**Met1 routing**

The bar under the picture is 20 um long. Supply wires on this layer in grey.
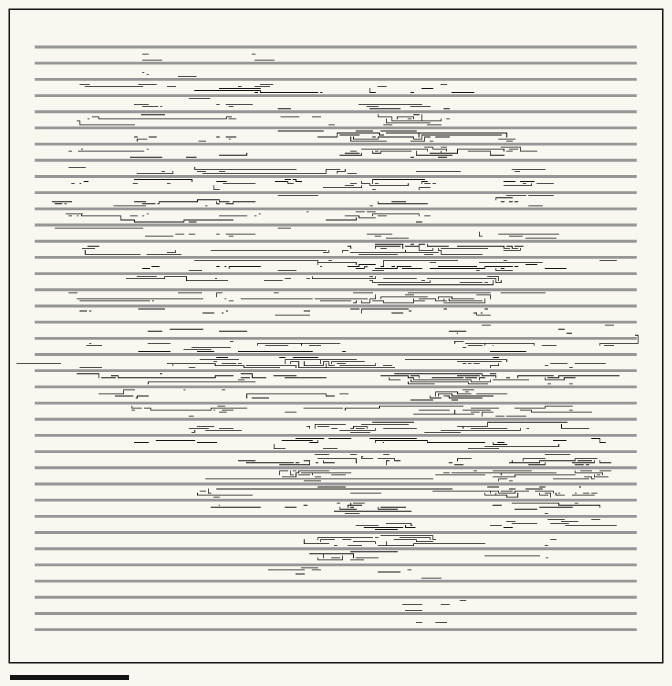
**Met2 routing**

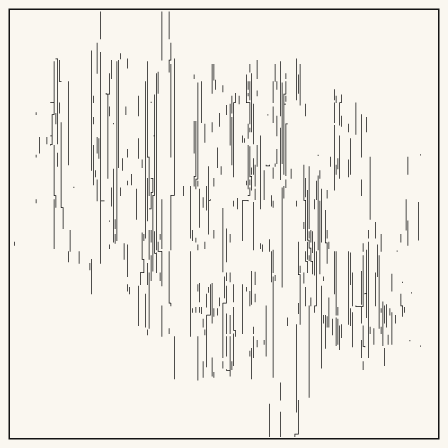
**The metal 3 layer**

The bar under the picture is 20 um long.
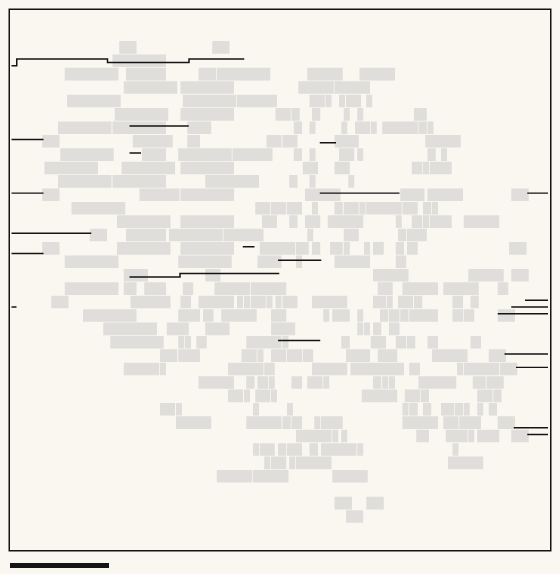
**Logic cells by family**

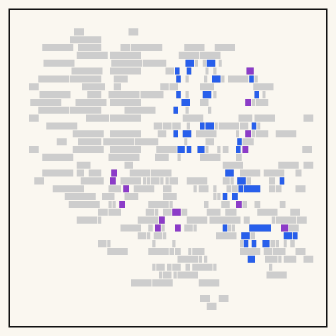
**The clock network**

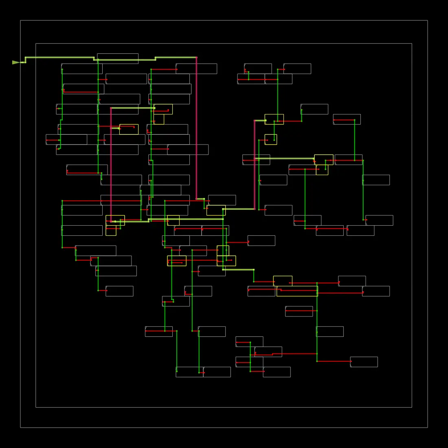
$ cat src/rtl/uart_tx_stage.sv
// UART transmit stage: edge-triggered byte queue feeding an 8N1 serial line with
// optional even parity; exports busy/done/overflow/level for CPU polling.
module uart_tx_stage #(
    parameter int CLKS_PER_BIT = 868,
    parameter int FIFO_DEPTH   = 4
) (
    input  logic                               clk,
    input  logic                               rst,
    input  logic [7:0]                         uart_data,
    input  logic [7:0]                         uart_ctrl,
    output logic                               tx,
    output logic                               busy,
    output logic                               done,
    output logic                               overflow,
    output logic [$clog2(FIFO_DEPTH+1)-1:0]    fifo_level
);

    localparam int LVL_W = $clog2(FIFO_DEPTH + 1);
    localparam int PTR_W = $clog2(FIFO_DEPTH);
    localparam int CNT_W = $clog2(CLKS_PER_BIT);
    localparam logic [CNT_W-1:0] CNT_MAX = CNT_W'(CLKS_PER_BIT - 1);
    localparam logic [LVL_W-1:0] LVL_FULL = LVL_W'(FIFO_DEPTH);

    typedef enum logic [2:0] {
        S_IDLE,
        S_START,
        S_DATA,
        S_PARITY,
        S_STOP
    } state_t;

    logic             req_prev_q;
    logic [7:0]       mem_q [FIFO_DEPTH];
    logic [PTR_W-1:0] wr_ptr_q, rd_ptr_q;
    logic [LVL_W-1:0] level_q, level_d;
    logic             ovf_q;

    state_t           state_q;
    logic [CNT_W-1:0] cnt_q;
    logic [2:0]       bit_idx_q;
    logic [7:0]       shift_q;
    logic             par_en_q;
    logic             par_bit_q;
    logic             tx_q;
    logic             busy_q;
    logic             done_q;

    logic push, pop, full, push_ok, drop;
    logic unused_ctrl;

    assign unused_ctrl = ^uart_ctrl[6:2];

    assign push    = uart_ctrl[0] & ~req_prev_q;
    assign pop     = (state_q == S_IDLE) && (level_q != '0);
    assign full    = (level_q == LVL_FULL);
    assign push_ok = push && (!full || pop);
    assign drop    = push && full && !pop;

    always_comb begin
        level_d = level_q;
        if (push_ok && !pop) begin
            level_d = level_q + LVL_W'(1);
        end else if (pop && !push_ok) begin
            level_d = level_q - LVL_W'(1);
        end
    end

    // Storage needs no reset: occupancy is tracked entirely by level_q.
    always_ff @(posedge clk) begin
        if (push_ok) begin
            mem_q[wr_ptr_q] <= uart_data;
        end
    end

    always_ff @(posedge clk) begin
        if (rst) begin
            req_prev_q <= 1'b0;
            wr_ptr_q   <= '0;
            rd_ptr_q   <= '0;
            level_q    <= '0;
            ovf_q      <= 1'b0;
        end else begin
            req_prev_q <= uart_ctrl[0];
            if (push_ok) begin
                wr_ptr_q <= wr_ptr_q + PTR_W'(1);
            end
            if (pop) begin
                rd_ptr_q <= rd_ptr_q + PTR_W'(1);
            end
            level_q <= level_d;
            if (drop) begin
                ovf_q <= 1'b1;
            end else if (uart_ctrl[7]) begin
                ovf_q <= 1'b0;
            end
        end
    end

    // tx/done/busy are registered from the current state, so the line lags the FSM
    // by one cycle; busy also holds through the done cycle of the last frame.
    always_ff @(posedge clk) begin
        if (rst) begin
            state_q   <= S_IDLE;
            cnt_q     <= '0;
            bit_idx_q <= '0;
            shift_q   <= '0;
            par_en_q  <= 1'b0;
            par_bit_q <= 1'b0;
            tx_q      <= 1'b1;
            busy_q    <= 1'b0;
            done_q    <= 1'b0;
        end else begin
            done_q <= 1'b0;
            busy_q <= (state_q != S_IDLE) || pop || (level_d != '0);
            case (state_q)
                S_IDLE: begin
                    tx_q  <= 1'b1;
                    cnt_q <= '0;
                    if (pop) begin
                        shift_q   <= mem_q[rd_ptr_q];
                        par_bit_q <= ^mem_q[rd_ptr_q];
                        par_en_q  <= uart_ctrl[1];
                        state_q   <= S_START;
                    end
                end
                S_START: begin
                    tx_q <= 1'b0;
                    if (cnt_q == CNT_MAX) begin
                        cnt_q     <= '0;
                        bit_idx_q <= '0;
                        state_q   <= S_DATA;
                    end else begin
                        cnt_q <= cnt_q + CNT_W'(1);
                    end
                end
                S_DATA: begin
                    tx_q <= shift_q[0];
                    if (cnt_q == CNT_MAX) begin
                        cnt_q   <= '0;
                        shift_q <= {1'b0, shift_q[7:1]};
                        if (bit_idx_q == 3'd7) begin
                            state_q <= par_en_q ? S_PARITY : S_STOP;
                        end else begin
                            bit_idx_q <= bit_idx_q + 3'd1;
                        end
                    end else begin
                        cnt_q <= cnt_q + CNT_W'(1);
                    end
                end
                S_PARITY: begin
                    tx_q <= par_bit_q;
                    if (cnt_q == CNT_MAX) begin
                        cnt_q   <= '0;
                        state_q <= S_STOP;
                    end else begin
                        cnt_q <= cnt_q + CNT_W'(1);
                    end
                end
                S_STOP: begin
                    tx_q <= 1'b1;
                    if (cnt_q == CNT_MAX) begin
                        cnt_q   <= '0;
                        done_q  <= 1'b1;
                        state_q <= S_IDLE;
                    end else begin
                        cnt_q <= cnt_q + CNT_W'(1);
                    end
                end
                default: begin
                    tx_q    <= 1'b1;
                    cnt_q   <= '0;
                    state_q <= S_IDLE;
                end
            endcase
        end
    end

    assign tx         = tx_q;
    assign busy       = busy_q;
    assign done       = done_q;
    assign overflow   = ovf_q;
    assign fifo_level = level_q;

endmodule

$ cat config.mk
export PLATFORM = sky130hd
export DESIGN_NAME = uart_tx_stage
export DESIGN_NICKNAME = d
export VERILOG_FILES = /design/src/rtl/uart_tx_stage.sv
export SDC_FILE = /design/constraint.sdc
export NUM_CORES = 1
export LEC_CHECK = 0
export CORE_MARGIN = 4
export CORE_UTILIZATION = 30
export CTS_CLUSTER_SIZE = 28
export DETAILED_ROUTE_END_ITERATION = 10
export PLACE_DENSITY_LB_ADDON = 0.2
export SYNTH_ARGS = -nofsm -noshare
export SYNTH_HDL_FRONTEND = slang
export SYNTH_SLANG_ARGS = --single-unit
$ cat constraint.sdc
create_clock -name clk -period 5 [get_ports clk]
set_clock_uncertainty 0.1 [all_clocks]
set_input_delay 1.5 -clock clk [delete_from_list [all_inputs] [get_ports clk]]
set_output_delay 1.5 -clock clk [all_outputs]
set_load 0.02 [all_outputs]
==> out/qor.txt <==
status = finished clean
Yosys warning count = 0
first-pass GRT wire length = 9.17 mm
Worst Max-Slew Pin Slew = 0.702 ns
most frequent cell after synthesis = dfxtp_1
Netlist Area Pre-Place = 3100 sq um
Worst Reg-to-Reg Cells = 3
number of global-route vias before repair = 1882
I/O Buffers = 19
hold_buf cts = 0
max-slew violations = 0
Net Sw Power = 0.565 mW
min Tclk post-route = 3.15 ns
global route hottest layer = met2
synthesis-to-finish area growth = 16.0%
register area = 1760 sq um
post-CTS resize count = 0
min-delay src = bit_idx_q[1]
final hold slack = 0.362 ns
worst-path cell chain = clkdlybuf4s50_1 -> nor2b_1 -> nand3_1 -> o311a_1 -> a311oi_1 -> a41oi_2
core area = 9910 sq um
top cells, area = edfxtp_1, dfxtp_1, mux4_2
hold path depth = 2
Top cell excl fill/tap = dfxtp_1
DRT Pass-1 Iters = 4
number of H-tree levels = 3
critical path class = in -> reg
Clock Power = 0.467 mW
seq pwr = 0.766 mW
Unique cell types = 45
period utilisation layout = 0.631
DP HPWL = 3.73 mm
Top Consumer = registers
Back to the opening pictures, 'met1 routing':
nets with wire on the layer: 277
share of all routed wire: 47%
main direction: horizontal
longest straight run: 39.6 um
wire length on this layer: 2610 um
detailed-route via count: 1896
Final Routed Wirelength: 5.52 mm
met1 usage: 0.126

Back to the opening pictures, 'met2 routing':
longest straight run: 54.1 um
nets with wire on the layer: 238
wire length on this layer: 2610 um

Back to the opening pictures, 'the metal 3 layer':
longest straight run: 20.0 um
wire length on this layer: 218 um
met3 Use GR: 0.0382

Back to the opening pictures, 'logic cells by family':
| family | colour | cells |
|---|---|---|
| aoi and oai cells | blue | 38 |
| and/or cells | purple | 14 |

Back to the opening pictures, 'the clock network':
Flops: 72
total CTS buffers: 9
Latency at later pin: 0.35 ns
Clock Sinks: 72
# clk buffers: 9

[worst max-delay path, delay by kind of cell]
kind | cells | cell delay [ns]
compound gates | 3 | 0.71
buf+inv | 1 | 0.49
simple gates | 2 | 0.55
[sequential cells by signal, indices dropped and copies added, names as in the netlist, 2 cells and up, named ones only]
signal / flops
mem_q: 32
cnt_q: 10
shift_q: 8
bit_idx_q: 3
fifo_level: 3
state_q: 3
rd_ptr_q: 2
wr_ptr_q: 2
[logic make-up (layout without fill, tap and decap cells)]
group | after synthesis | after routing | share of synthesized area
and+or+nand+nor | 93 | 93 | 0.146
buffers and inverters | 20 | 43 | 0.0323
muxes | 9 | 9 | 0.0614
DFF | 72 | 72 | 0.569
adders and majority gates | 10 | 10 | 0.0404
xor gates and xnor gates | 19 | 19 | 0.0538
AOI/OAI and AO/OA | 41 | 41 | 0.0966
[cell type report]
cell class,count,area share
clock inverters,7,0.0223
clock buffers,9,0.0345
inverters,7,0.00732
flip-flops and latches,72,0.491
well taps,133,0.0464
repair buffers,20,0.0551
multi-input cells,172,0.344
[stage by stage]
step,power (mW),area [sq um],setup slack (ns),utilization
5_1_grt,1.85,3590,1.71,0.362
3_5_place_dp,1.28,3390,1.46,0.342
2_1_floorplan,1.18,3100,2.27,-
6_report,1.73,3590,1.85,0.362
3_3_place_gp,1.28,3390,1.55,0.342
4_1_cts,1.76,3590,1.85,0.362
[final timing paths]
check / to / slack [ns]
setup / recovery: busy / 1.85
hold / removal: bit_idx_q[1] / 0.36
setup reg to reg: mem_q[2][4] / 2.60
hold reg to reg: bit_idx_q[1] / 0.36
[layer usage]
metal  part of all wire  vias up
li1                   -      992
met1               0.47      873
met2               0.47       23
met3              0.039        8
met4              0.017        0
met5                  0        -
No activity file was given, so power comes from the tool's default toggle rates.
